port_nets.png
Scale bar: 200 um.
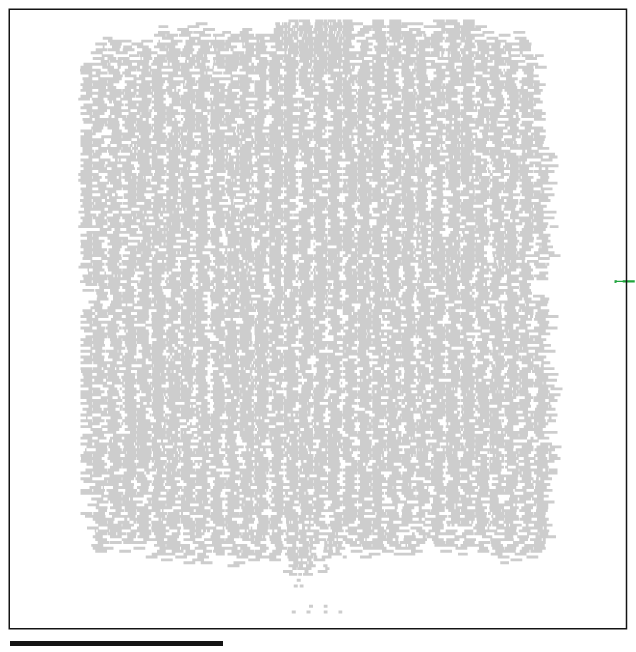
met1.png
Supply wires on this layer in gray. Cells faint in the background.
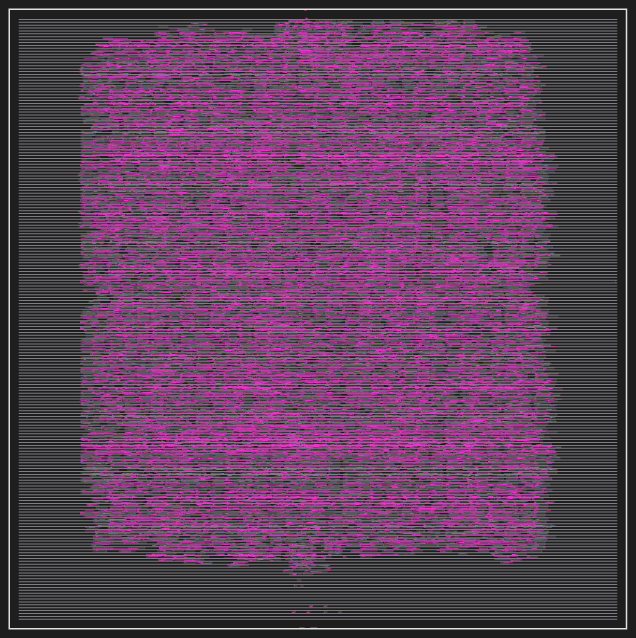
[src/rtl/data_memory_ws.sv]
`default_nettype none
// ============================================================================
// Module  : data_memory_ws
// Brief   : Wait-state data memory with valid/ready request handshake,
//           byte-enable writes and out-of-range error reporting.
// Revision: 1.0 - initial release
// ============================================================================
module data_memory_ws #(
    parameter int DATA_W      = 16,
    parameter int ADDR_W      = 8,
    parameter int DEPTH       = 256,
    parameter int WAIT_CYCLES = 2
) (
    input  logic                  clk,
    input  logic                  rst,
    input  logic                  req_valid,
    output logic                  req_ready,
    input  logic                  req_write,
    input  logic [ADDR_W-1:0]     req_addr,
    input  logic [DATA_W-1:0]     req_wdata,
    input  logic [DATA_W/8-1:0]   req_be,
    output logic                  resp_valid,
    output logic [DATA_W-1:0]     resp_rdata,
    output logic                  resp_err,
    output logic                  busy
);

    localparam int              c_BE_W  = DATA_W / 8;
    localparam int              c_IDX_W = (DEPTH > 1) ? $clog2(DEPTH) : 1;
    localparam logic [ADDR_W:0] c_DEPTH = (ADDR_W + 1)'(DEPTH);
    localparam logic [3:0]      c_WAIT  = 4'(WAIT_CYCLES);

    typedef enum logic [1:0] {
        S_IDLE = 2'd0,
        S_WAIT = 2'd1,
        S_RESP = 2'd2
    } state_t;

    state_t              state_q;
    logic [3:0]          cnt_q;
    logic                write_q;
    logic [ADDR_W-1:0]   addr_q;
    logic [DATA_W-1:0]   wdata_q;
    logic [c_BE_W-1:0]   be_q;
    logic                resp_valid_q;
    logic [DATA_W-1:0]   resp_rdata_q;
    logic                resp_err_q;

    logic [DATA_W-1:0]   mem [DEPTH];

    logic                w_in_range;
    logic [c_IDX_W-1:0]  w_idx;
    logic [DATA_W-1:0]   w_rd_word;
    logic [DATA_W-1:0]   w_merged;
    logic                w_access;
    logic                w_mem_we;

    // Full-width compare so addresses past DEPTH never alias onto real words.
    assign w_in_range = ({1'b0, addr_q} < c_DEPTH);
    assign w_idx      = addr_q[c_IDX_W-1:0];
    assign w_access   = (state_q == S_WAIT) && (cnt_q == 4'd0);
    assign w_mem_we   = w_access && write_q && w_in_range;

    always_comb begin
        w_rd_word = '0;
        if (w_in_range) begin
            w_rd_word = mem[w_idx];
        end
        w_merged = w_rd_word;
        for (int i = 0; i < c_BE_W; i++) begin
            if (be_q[i]) begin
                w_merged[8*i +: 8] = wdata_q[8*i +: 8];
            end
        end
    end

    always_ff @(posedge clk) begin
        if (w_mem_we) begin
            mem[w_idx] <= w_merged;
        end
    end

    always_ff @(posedge clk or posedge rst) begin
        if (rst) begin
            state_q      <= S_IDLE;
            cnt_q        <= 4'd0;
            write_q      <= 1'b0;
            addr_q       <= '0;
            wdata_q      <= '0;
            be_q         <= '0;
            resp_valid_q <= 1'b0;
            resp_rdata_q <= '0;
            resp_err_q   <= 1'b0;
        end else begin
            resp_valid_q <= 1'b0;
            case (state_q)
                S_IDLE: begin
                    if (req_valid) begin
                        write_q <= req_write;
                        addr_q  <= req_addr;
                        wdata_q <= req_wdata;
                        be_q    <= req_be;
                        cnt_q   <= c_WAIT;
                        state_q <= S_WAIT;
                    end
                end
                S_WAIT: begin
                    if (cnt_q != 4'd0) begin
                        cnt_q <= cnt_q - 4'd1;
                    end else begin
                        state_q      <= S_RESP;
                        resp_valid_q <= 1'b1;
                        resp_err_q   <= ~w_in_range;
                        resp_rdata_q <= w_in_range ? (write_q ? w_merged : w_rd_word) : '0;
                    end
                end
                S_RESP: begin
                    state_q <= S_IDLE;
                end
                default: begin
                    state_q <= S_IDLE;
                end
            endcase
        end
    end

    assign req_ready  = (state_q == S_IDLE) && !rst;
    assign busy       = (state_q != S_IDLE);
    assign resp_valid = resp_valid_q;
    assign resp_rdata = resp_rdata_q;
    assign resp_err   = resp_err_q;

endmodule
`default_nettype wire

[config.mk]
export PLATFORM = sky130hd
export DESIGN_NAME = data_memory_ws
export DESIGN_NICKNAME = d
export VERILOG_FILES = /design/src/rtl/data_memory_ws.sv
export SDC_FILE = /design/constraint.sdc
export NUM_CORES = 2
export LEC_CHECK = 0
export CORE_AREA = 8 8 570 572
export CTS_CLUSTER_SIZE = 12
export DETAILED_ROUTE_END_ITERATION = 7
export DIE_AREA = 0 0 578 580
export GPL_TIMING_DRIVEN = 0
export PLACE_DENSITY = 0.75
export REMOVE_ABC_BUFFERS = 1
export SYNTH_ARGS = -nofsm -noshare
export SYNTH_HDL_FRONTEND = slang
export SYNTH_SLANG_ARGS = --single-unit
[constraint.sdc]
create_clock -name clk -period 11.2 [get_ports clk]
set_input_delay 2.24 -clock clk [delete_from_list [all_inputs] [get_ports clk]]
set_output_delay 2.24 -clock clk [all_outputs]
set_load 0.005 [all_outputs]
==> impl_metrics.tcl <==
# collected from the flow reports
set metrics [dict create \
    dp_slack_ns 3.049 \
    crit_fanout 132 \
    largest_reg_flops 4096 \
    critPathSlowestCell "o41ai_1" \
    hold_viol 0 \
    n_clock_buffer 506 \
    htreeDepth 5 \
    chipArea_um2 335200 \
    inv_count 6 \
    status "complete, but fails checks" \
    root_buffer "clkbuf_16" \
    cp-end-kind "register" \
    largest_register "mem" \
    rsz0062_at_grt "no" \
    simple_gate_share_pct 0.9659 \
    maxCapViolCount 2 \
    post_dp_cell_area_um2 167000 \
    power_frac_seq_pct 43.7 \
    clock_power_share_pct 21.9 \
    gp_congestion 0.7846 \
    nMultiInputCombCells 2297 \
    violations "max-capacitance violations, max-slew violations" \
    edf_count 4096 \
    wl_met2_um 191100 \
    hold_depth 1 \
    fin_util_pct 56.27 \
    max-slew-margin-rel_pct -1.520 \
    power_leader "registers" \
    r2r_cells 13 \
    slew_violations 24 \
    start_kind "register" \
    internal_power_mw 35.82 \
    holdWs_ns 0.5088 \
]
About port_nets.png:
Key: green = resp_err [bits 1, direction output, end cells 1, wire 8.70 um]
# IOs: 50
port buffer count: 48

About met1.png:
The longest straight run is 120 um. The layer holds 34% of the routed length. The wires run mostly horizontal. 7066 nets have wire on it.
GR Util met1: 29.91%
final WL: 396300 um
Vias: 76402

